Run 1, I/O pins on the die edge:
Pins as bars across the die edge, other pins in grey.
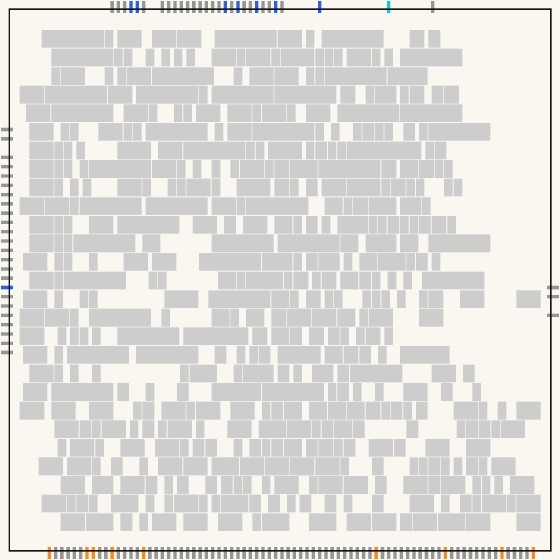
Run 1, metal 3:
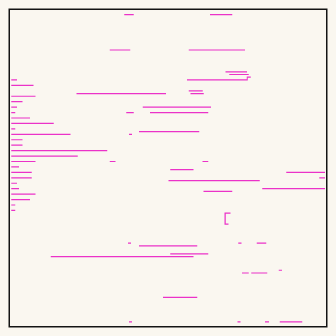
Run 1, clock network drawn from the DEF:
Scale bar: 20 um.
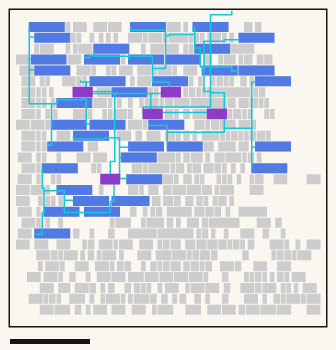
File: src/rtl/hsi2rgb_arbiter_if.sv
// Pixel, converter and output handshake bundle for hsi2rgb_arbiter.
// The arbiter takes the slave modport; the surrounding streams, converter and writer take master.
interface hsi2rgb_arbiter_if;
  // Stream A (live style-transfer path)
  logic       iA_valid;
  logic       oA_ready;
  logic [8:0] iA_H;
  logic [7:0] iA_S;
  logic [7:0] iA_I;
  // Stream B (preview/overlay path)
  logic       iB_valid;
  logic       oB_ready;
  logic [8:0] iB_H;
  logic [7:0] iB_S;
  logic [7:0] iB_I;
  // Shared combinational converter
  logic [8:0] oCvt_H;
  logic [7:0] oCvt_S;
  logic [7:0] oCvt_I;
  logic [7:0] iCvt_R;
  logic [7:0] iCvt_G;
  logic [7:0] iCvt_B;
  // Registered RGB output towards the frame writer
  logic       oValid;
  logic       iReady;
  logic [7:0] oR;
  logic [7:0] oG;
  logic [7:0] oB;
  logic       oSrc;
  logic [1:0] oGrant;

  modport master (
    output iA_valid, iA_H, iA_S, iA_I,
    output iB_valid, iB_H, iB_S, iB_I,
    output iCvt_R, iCvt_G, iCvt_B,
    output iReady,
    input  oA_ready, oB_ready,
    input  oCvt_H, oCvt_S, oCvt_I,
    input  oValid, oR, oG, oB, oSrc, oGrant
  );

  modport slave (
    input  iA_valid, iA_H, iA_S, iA_I,
    input  iB_valid, iB_H, iB_S, iB_I,
    input  iCvt_R, iCvt_G, iCvt_B,
    input  iReady,
    output oA_ready, oB_ready,
    output oCvt_H, oCvt_S, oCvt_I,
    output oValid, oR, oG, oB, oSrc, oGrant
  );
endinterface

File: src/rtl/hsi2rgb_arbiter.sv
// Round-robin, burst-locked arbiter sharing one HSI->RGB converter between streams A and B,
// with a registered valid/ready output stage. Define HSI_HUE_WRAP_EN to fold hues >= 360.
module hsi2rgb_arbiter #(
  parameter int unsigned BURST_LEN = 16
) (
  input logic              iCLK,
  input logic              iRST_N,
  hsi2rgb_arbiter_if.slave bus
);

  typedef enum logic [1:0] {
    IDLE  = 2'b00,
    GNT_A = 2'b01,
    GNT_B = 2'b10
  } state_e;

  localparam logic [7:0] BURST_MAX = 8'(BURST_LEN);

  state_e     state_q, state_d;
  state_e     other;
  logic       last_b_q, last_b_d;
  logic [7:0] burst_q, burst_d, burst_inc;

  logic       valid_q, src_q;
  logic [7:0] r_q, g_q, b_q;

  logic       stall, x_valid, y_valid, expired, hold_off;
  logic       a_ready, b_ready, accept;
  logic [8:0] hue_sel;
  logic [7:0] sat_sel, int_sel;

  assign stall     = valid_q && !bus.iReady;
  assign x_valid   = (state_q == GNT_B) ? bus.iB_valid : bus.iA_valid;
  assign y_valid   = (state_q == GNT_B) ? bus.iA_valid : bus.iB_valid;
  assign other     = (state_q == GNT_B) ? GNT_A : GNT_B;
  // A full burst with the other stream waiting holds off accepts: that cycle is the hand-over bubble.
  assign expired   = (burst_q == BURST_MAX);
  assign hold_off  = expired && y_valid;
  assign burst_inc = expired ? 8'd1 : burst_q + 8'd1;
  assign accept    = (a_ready && bus.iA_valid) || (b_ready && bus.iB_valid);

  // State register
  always_ff @(posedge iCLK or negedge iRST_N) begin
    if (!iRST_N) begin
      state_q  <= IDLE;
      // Last grant starts as B so that A wins the first simultaneous request.
      last_b_q <= 1'b1;
      burst_q  <= '0;
    end else begin
      // NOTE: sequential state uses non-blocking assignments so every register sees pre-edge values.
      state_q  <= state_d;
      last_b_q <= last_b_d;
      burst_q  <= burst_d;
    end
  end

  // Next-state, last-grant and burst counter
  always_comb begin
    // NOTE: every combinational output gets a default first, so no path can infer a latch.
    state_d  = state_q;
    last_b_d = last_b_q;
    burst_d  = burst_q;
    case (state_q)
      IDLE: begin
        if (bus.iA_valid && bus.iB_valid) state_d = last_b_q ? GNT_A : GNT_B;
        else if (bus.iA_valid)            state_d = GNT_A;
        else if (bus.iB_valid)            state_d = GNT_B;
      end
      GNT_A, GNT_B: begin
        if (!x_valid)                state_d = y_valid ? other : IDLE;
        else if (hold_off && !stall) state_d = other;
        last_b_d = (state_q == GNT_B);
      end
      default: state_d = IDLE;
    endcase
    if (state_d != state_q) begin
      burst_d = '0;
    end else if (accept) begin
      // Burst reached with nobody waiting: restart the count and keep the grant.
      burst_d = (burst_inc == BURST_MAX && !y_valid) ? '0 : burst_inc;
    end
  end

  // Output decode: readies and converter drive
  always_comb begin
    a_ready = 1'b0;
    b_ready = 1'b0;
    hue_sel = '0;
    sat_sel = '0;
    int_sel = '0;
    case (state_q)
      GNT_A: begin
        a_ready = !stall && !hold_off;
        hue_sel = bus.iA_H;
        sat_sel = bus.iA_S;
        int_sel = bus.iA_I;
      end
      GNT_B: begin
        b_ready = !stall && !hold_off;
        hue_sel = bus.iB_H;
        sat_sel = bus.iB_S;
        int_sel = bus.iB_I;
      end
      default: ;
    endcase
  end

`ifdef HSI_HUE_WRAP_EN
  assign bus.oCvt_H = (hue_sel >= 9'd360) ? hue_sel - 9'd360 : hue_sel;
`else
  assign bus.oCvt_H = hue_sel;
`endif
  assign bus.oCvt_S   = sat_sel;
  assign bus.oCvt_I   = int_sel;
  assign bus.oA_ready = a_ready;
  assign bus.oB_ready = b_ready;
  assign bus.oGrant   = state_q;

  // Output pixel register
  always_ff @(posedge iCLK or negedge iRST_N) begin
    if (!iRST_N) begin
      // NOTE: the pixel data is reset as well, so a held pixel cannot reappear after reset release.
      valid_q <= 1'b0;
      src_q   <= 1'b0;
      r_q     <= '0;
      g_q     <= '0;
      b_q     <= '0;
    end else if (accept) begin
      valid_q <= 1'b1;
      src_q   <= (state_q == GNT_B);
      r_q     <= bus.iCvt_R;
      g_q     <= bus.iCvt_G;
      b_q     <= bus.iCvt_B;
    end else if (bus.iReady) begin
      valid_q <= 1'b0;
    end
  end

  assign bus.oValid = valid_q;
  assign bus.oSrc   = src_q;
  assign bus.oR     = r_q;
  assign bus.oG     = g_q;
  assign bus.oB     = b_q;

endmodule

File: src/flat_wrapper.sv
// flat-port wrapper written by rule: the top's interface ports become plain ports
module hsi2rgb_arbiter_flat 
#(
  parameter int unsigned BURST_LEN = 16
)
  (iCLK, iRST_N, bus_iA_valid, bus_iA_H, bus_iA_S, bus_iA_I, bus_iB_valid, bus_iB_H, bus_iB_S, bus_iB_I, bus_iCvt_R, bus_iCvt_G, bus_iCvt_B, bus_iReady, bus_oA_ready, bus_oB_ready, bus_oCvt_H, bus_oCvt_S, bus_oCvt_I, bus_oValid, bus_oR, bus_oG, bus_oB, bus_oSrc, bus_oGrant);
  hsi2rgb_arbiter_if bus_i ();
  input logic iCLK;
  input logic iRST_N;
  input wire logic [$bits(bus_i.iA_valid)-1:0] bus_iA_valid;
  input wire logic [$bits(bus_i.iA_H)-1:0] bus_iA_H;
  input wire logic [$bits(bus_i.iA_S)-1:0] bus_iA_S;
  input wire logic [$bits(bus_i.iA_I)-1:0] bus_iA_I;
  input wire logic [$bits(bus_i.iB_valid)-1:0] bus_iB_valid;
  input wire logic [$bits(bus_i.iB_H)-1:0] bus_iB_H;
  input wire logic [$bits(bus_i.iB_S)-1:0] bus_iB_S;
  input wire logic [$bits(bus_i.iB_I)-1:0] bus_iB_I;
  input wire logic [$bits(bus_i.iCvt_R)-1:0] bus_iCvt_R;
  input wire logic [$bits(bus_i.iCvt_G)-1:0] bus_iCvt_G;
  input wire logic [$bits(bus_i.iCvt_B)-1:0] bus_iCvt_B;
  input wire logic [$bits(bus_i.iReady)-1:0] bus_iReady;
  output wire logic [$bits(bus_i.oA_ready)-1:0] bus_oA_ready;
  output wire logic [$bits(bus_i.oB_ready)-1:0] bus_oB_ready;
  output wire logic [$bits(bus_i.oCvt_H)-1:0] bus_oCvt_H;
  output wire logic [$bits(bus_i.oCvt_S)-1:0] bus_oCvt_S;
  output wire logic [$bits(bus_i.oCvt_I)-1:0] bus_oCvt_I;
  output wire logic [$bits(bus_i.oValid)-1:0] bus_oValid;
  output wire logic [$bits(bus_i.oR)-1:0] bus_oR;
  output wire logic [$bits(bus_i.oG)-1:0] bus_oG;
  output wire logic [$bits(bus_i.oB)-1:0] bus_oB;
  output wire logic [$bits(bus_i.oSrc)-1:0] bus_oSrc;
  output wire logic [$bits(bus_i.oGrant)-1:0] bus_oGrant;
  assign bus_i.iA_valid = bus_iA_valid;
  assign bus_i.iA_H = bus_iA_H;
  assign bus_i.iA_S = bus_iA_S;
  assign bus_i.iA_I = bus_iA_I;
  assign bus_i.iB_valid = bus_iB_valid;
  assign bus_i.iB_H = bus_iB_H;
  assign bus_i.iB_S = bus_iB_S;
  assign bus_i.iB_I = bus_iB_I;
  assign bus_i.iCvt_R = bus_iCvt_R;
  assign bus_i.iCvt_G = bus_iCvt_G;
  assign bus_i.iCvt_B = bus_iCvt_B;
  assign bus_i.iReady = bus_iReady;
  assign bus_oA_ready = bus_i.oA_ready;
  assign bus_oB_ready = bus_i.oB_ready;
  assign bus_oCvt_H = bus_i.oCvt_H;
  assign bus_oCvt_S = bus_i.oCvt_S;
  assign bus_oCvt_I = bus_i.oCvt_I;
  assign bus_oValid = bus_i.oValid;
  assign bus_oR = bus_i.oR;
  assign bus_oG = bus_i.oG;
  assign bus_oB = bus_i.oB;
  assign bus_oSrc = bus_i.oSrc;
  assign bus_oGrant = bus_i.oGrant;
  hsi2rgb_arbiter #(.BURST_LEN(BURST_LEN)) u_core (.iCLK(iCLK), .iRST_N(iRST_N), .bus(bus_i));
endmodule
File: config.mk
export PLATFORM = sky130hd
export DESIGN_NAME = hsi2rgb_arbiter_flat
export DESIGN_NICKNAME = d
export VERILOG_FILES = /design/src/rtl/hsi2rgb_arbiter_if.sv /design/src/rtl/hsi2rgb_arbiter.sv /design/src/flat_wrapper.sv
export SDC_FILE = /design/constraint.sdc
export NUM_CORES = 1
export LEC_CHECK = 0
export ABC_AREA = 1
export ABC_CLOCK_PERIOD_IN_PS = 2000
export CAP_MARGIN = 20
export CORE_UTILIZATION = 38
export DETAILED_ROUTE_END_ITERATION = 16
export GPL_ROUTABILITY_DRIVEN = 0
export PLACE_DENSITY = 0.9
export SLEW_MARGIN = 5
export SYNTH_ARGS = -nofsm -noshare
export SYNTH_HDL_FRONTEND = slang
export SYNTH_SLANG_ARGS = --single-unit
File: constraint.sdc
create_clock -name iCLK -period 2 [get_ports iCLK]
set_input_delay 0.2 -clock iCLK [delete_from_list [all_inputs] [get_ports iCLK]]
set_output_delay 0.2 -clock iCLK [all_outputs]
set_load 0.02 [all_outputs]
==> report_table.html, run 1 <==
<!-- implementation run metrics -->
<table>
<tr><th>Metric</th><th>Value</th></tr>
<tr><th colspan="2">Route</th></tr>
<tr><td>Wire length on met1</td><td>3050 um</td></tr>
<tr><th colspan="2">Final timing</th></tr>
<tr><td>Worst setup margin</td><td>-0.0293 ns</td></tr>
<tr><td>Final setup violation count</td><td>3</td></tr>
<tr><td>Slew HR</td><td>0.466</td></tr>
<tr><td>Worst hold margin</td><td>-0.0105 ns</td></tr>
<tr><td>Number of hold violations in the final report</td><td>8</td></tr>
<tr><th colspan="2">Logic synthesis</th></tr>
<tr><td>Number of cells in the yosys synthesis report</td><td>330</td></tr>
<tr><td>Syn avg cell area</td><td>6.83 um2</td></tr>
<tr><th colspan="2">Global route</th></tr>
<tr><td>First-pass GRT wire length</td><td>12000 um</td></tr>
<tr><td>Met1 track demand over resource in global routing</td><td>0.278</td></tr>
<tr><th colspan="2">Clock network</th></tr>
<tr><td>Setup Buffers After CTS</td><td>0</td></tr>
<tr><td>TritonCTS clock tree</td><td>built</td></tr>
<tr><td>Buffer cell driving the clock tree root</td><td>sky130_fd_sc_hd__clkbuf_8</td></tr>
<tr><td>Clock input transition at the sequential cells of the worst setup and hold paths</td><td>0.08 ns</td></tr>
<tr><td>Bufs on Longest Clock Path</td><td>2</td></tr>
<tr><th colspan="2">Outcome</th></tr>
<tr><td>Outcome</td><td>complete, but fails checks</td></tr>
<tr><td>Violations in the final reports</td><td>negative hold slack, negative setup slack</td></tr>
<tr><th colspan="2">Finish</th></tr>
<tr><td>Combinational fraction of the cell area</td><td>0.322</td></tr>
<tr><td>Tally of clock buffers in the finished layout</td><td>7</td></tr>
<tr><th colspan="2">Power and ir drop</th></tr>
<tr><td>Pwr Total</td><td>5.66 mW</td></tr>
<tr><td>VDD IR-drop max</td><td>0.000851 V</td></tr>
</table>
## Picture notes: 'I/O pins on the die edge'
legend:
  orange:
    port: bus_iA_H
    pins: 9
    direction: input
    edge: bottom
  cyan:
    port: iCLK
    pins: 1
    direction: input
    edge: top
  blue:
    port: bus_oB
    pins: 8
    direction: output
    edge: 7 top, 1 left
buffers added on ports: 133
DIE WIDTH: 79.0 um
overall die height: 79.0 um

## Picture notes: 'metal 3'
nets with wire on the layer: 50
main direction: horizontal
share of all routed wire: 5.1%
met3 Use GR: 0.0552
DR vias: 2691
wire length reported by the detailed router: 7810 um

## Picture notes: 'clock network drawn from the DEF'
legend:
  cyan:
    item: clock wires
    length: 449 um
  purple:
    item: cells driving clock nets
    count: 5
  blue:
    item: flip-flops
    count: 37
routed clock nets: 6
later-pin clock latency in the skew report: 0.29 ns
Clk power: 0.671 mW
worst-case clock skew: 0.00889 ns
clock group share of total power: 0.118

run 1: critical path, delay by kind of cell (launching register included):
kind	cells	cell delay (ns)
flip-flops	1	0.40
adder cells (fa/ha/maj)	1	0.14
buffers and inverters	3	0.28
AND/OR/NAND/NOR	13	1.14
run 1: per-stage QoR:
step	hold WS [ns]	instance area (um2)
finish	-0.0105	3930
global route	0.0590	3930
floorplan	-0.0956	2250
detailed placement	0.338	3770
CTS	0.0183	3890
global placement	0.330	3770
run 1: power by group:
| group | total [mW] | leakage (nW) | internal, mW | switching (mW) |
|---|---|---|---|---|
| combinational | 3.75 | 1.26 | 1.56 | 2.20 |
| clock | 0.671 | 0.0585 | 0.407 | 0.264 |
| sequential | 1.24 | 0.472 | 1.05 | 0.190 |
--- run 2 (diff from run 1) ---
--- a/config.mk
+++ b/config.mk
@@ -12,7 +12,6 @@
 export DETAILED_ROUTE_END_ITERATION = 16
 export GPL_ROUTABILITY_DRIVEN = 0
 export PLACE_DENSITY = 0.9
-export SLEW_MARGIN = 5
 export SYNTH_ARGS = -nofsm -noshare
 export SYNTH_HDL_FRONTEND = slang
 export SYNTH_SLANG_ARGS = --single-unit
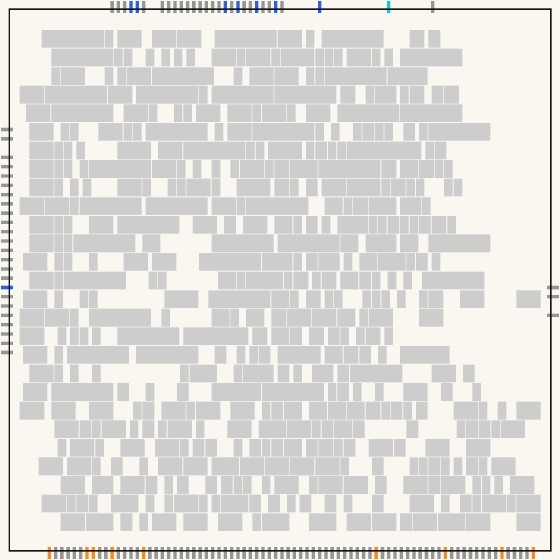
Run 2: I/O pins on the die edge
Pins as bars across the die edge, other pins in grey.
legend:
  cyan:
    port: iCLK
    pins: 1
    direction: input
    edge: top
  blue:
    port: bus_oB
    pins: 8
    direction: output
    edge: 7 top, 1 left
  orange:
    port: bus_iA_H
    pins: 9
    direction: input
    edge: bottom

==> report_table.html, run 2 <==
<!-- implementation run metrics -->
<table>
<tr><th>Metric</th><th>Value</th></tr>
<tr><th colspan="2">Finish</th></tr>
<tr><td>Antenna diodes</td><td>0 (unchanged)</td></tr>
<tr><td>Final standard cell utilization of the core</td><td>0.701 (unchanged)</td></tr>
<tr><td>Leading cell type in the layout, fill and taps excluded</td><td>sky130_fd_sc_hd__nand2_1 (unchanged)</td></tr>
<tr><th colspan="2">Clock network</th></tr>
<tr><td>Bufs on Longest Clock Path</td><td>2 (unchanged)</td></tr>
<tr><td>Later-pin clock latency in the skew report</td><td>0.29 ns (about the same)</td></tr>
<tr><td>Setup Buffers After CTS</td><td>0 (unchanged)</td></tr>
<tr><td>Clock input transition at the sequential cells of the worst setup and hold paths</td><td>0.08 ns (about the same)</td></tr>
<tr><td>Buffer cell driving the clock tree root</td><td>sky130_fd_sc_hd__clkbuf_8 (unchanged)</td></tr>
<tr><td>TritonCTS clock tree</td><td>built (unchanged)</td></tr>
<tr><th colspan="2">Outcome</th></tr>
<tr><td>Outcome</td><td>complete, but fails checks (unchanged)</td></tr>
<tr><td>Violations in the final reports</td><td>negative hold slack, negative setup slack (unchanged)</td></tr>
<tr><th colspan="2">Logic synthesis</th></tr>
<tr><td>Syn avg cell area</td><td>6.83 um2 (unchanged)</td></tr>
<tr><td>Number of cells in the yosys synthesis report</td><td>330 (unchanged)</td></tr>
<tr><td>Flip-flop and latch count after synthesis</td><td>37 (unchanged)</td></tr>
<tr><th colspan="2">Power and ir drop</th></tr>
<tr><td>Clock group share of total power</td><td>0.118 (about the same)</td></tr>
<tr><td>VDD IR-drop max</td><td>0.000851 V (unchanged)</td></tr>
<tr><td>Clk power</td><td>0.671 mW (about the same)</td></tr>
<tr><td>Fraction of power spent switching nets</td><td>0.468 (unchanged)</td></tr>
<tr><td>Proportion of power drawn by flip-flops and latches</td><td>0.219 (about the same)</td></tr>
<tr><td>Sw power</td><td>2.65 mW (unchanged)</td></tr>
<tr><td>Combinational power</td><td>3.75 mW (about the same)</td></tr>
<tr><td>Sequential power</td><td>1.24 mW (about the same)</td></tr>
<tr><td>Pwr Total</td><td>5.66 mW (unchanged)</td></tr>
<tr><td>Combinational group share of total power</td><td>0.663 (about the same)</td></tr>
<tr><td>Int Pwr</td><td>3.01 mW (unchanged)</td></tr>
<tr><td>Leading power group</td><td>combinational logic (unchanged)</td></tr>
<tr><th colspan="2">Global route</th></tr>
<tr><td>First-pass GRT wire length</td><td>12000 um (unchanged)</td></tr>
<tr><td>Via count of the first global-routing pass</td><td>2658 (unchanged)</td></tr>
<tr><td>Pin count of the biggest net entering global routing</td><td>38 (unchanged)</td></tr>
<tr><th colspan="2">Final timing</th></tr>
<tr><td>Slew HR</td><td>0.466 (unchanged)</td></tr>
<tr><td>Worst hold margin</td><td>-0.0105 ns (unchanged)</td></tr>
<tr><td>Worst-case clock skew</td><td>0.00889 ns (unchanged)</td></tr>
<tr><td>Number of hold violations in the final report</td><td>8 (unchanged)</td></tr>
<tr><td>Final setup violation count</td><td>3 (unchanged)</td></tr>
<tr><td>Worst setup margin</td><td>-0.0293 ns (unchanged)</td></tr>
<tr><th colspan="2">Place</th></tr>
<tr><td>Placed wire-length estimate</td><td>5580 um (unchanged)</td></tr>
<tr><td>Buffers added on ports</td><td>133 (unchanged)</td></tr>
<tr><th colspan="2">Worst setup path</th></tr>
<tr><td>Kind of capture point of the worst setup path</td><td>register (unchanged)</td></tr>
<tr><td>Buffering stage count on the worst path with inverters included</td><td>3 (unchanged)</td></tr>
<tr><td>Path length in cells of the critical path</td><td>17 (unchanged)</td></tr>
<tr><td>Family of cells with the greatest summed delay on the critical path</td><td>simple AND/OR/NAND/NOR gates (unchanged)</td></tr>
<tr><td>Standard cell with the maximum stage delay on the critical path</td><td>sky130_fd_sc_hd__dfrtp_1 (unchanged)</td></tr>
<tr><th colspan="2">Floorplan</th></tr>
<tr><td>DIE WIDTH</td><td>79.0 um (unchanged)</td></tr>
<tr><td>Overall die height</td><td>79.0 um (unchanged)</td></tr>
<tr><th colspan="2">Route</th></tr>
<tr><td>Drt first pass iters</td><td>5 (unchanged)</td></tr>
<tr><td>DR vias</td><td>2691 (unchanged)</td></tr>
<tr><td>Wire length reported by the detailed router</td><td>7810 um (unchanged)</td></tr>
</table>
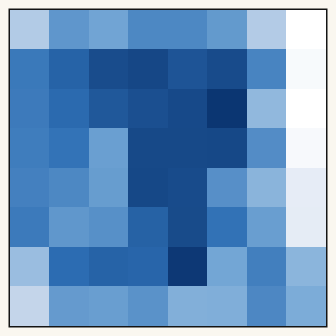
Run 2: placement density heat map
8 x 8 tiles, from white (low) to dark blue (high), 0 to 100% covered.
nearly empty tiles: 3.1%
fullest tile: 98%
mean over tiles: 62%
tiles over 75% full: 33%
core region area: 0.00561 mm2
core utilization at floorplan: 0.402

-- run 2: cell counts after synthesis --
No cell type changed its count.
-- run 2: routing by layer --
metal	up-vias	track usage	routed length [um]
met5	-	0	0
met2	82	0.452	4190
met4	0	0.0945	174
met1	1266	0.278	3050
li1	1325	-	-
met3	18	0.0552	399
-- run 2: final cells by class --
cell class,instances,share of cell area
Timing Repair Buffer,154,0.367
Multi-Input combinational cell,255,0.322
Sequential cell,37,0.236
Tap cell,72,0.0229
Clock buffer,7,0.0220
Inverter,23,0.0220
Clock inverter,1,0.00764
-- run 2: metrics by stage --
stage                     hold slack [ns]  cell area (um2)  std cells
after floorplan                   -0.0956             2250        330
after global placement              0.330             3770        539
after detailed placement            0.338             3770        539
after CTS                          0.0183             3890        547
after global routing               0.0590             3930        549
final                             -0.0105             3930        549
Power figures rest on the tool's default switching activity, not on a simulated workload.
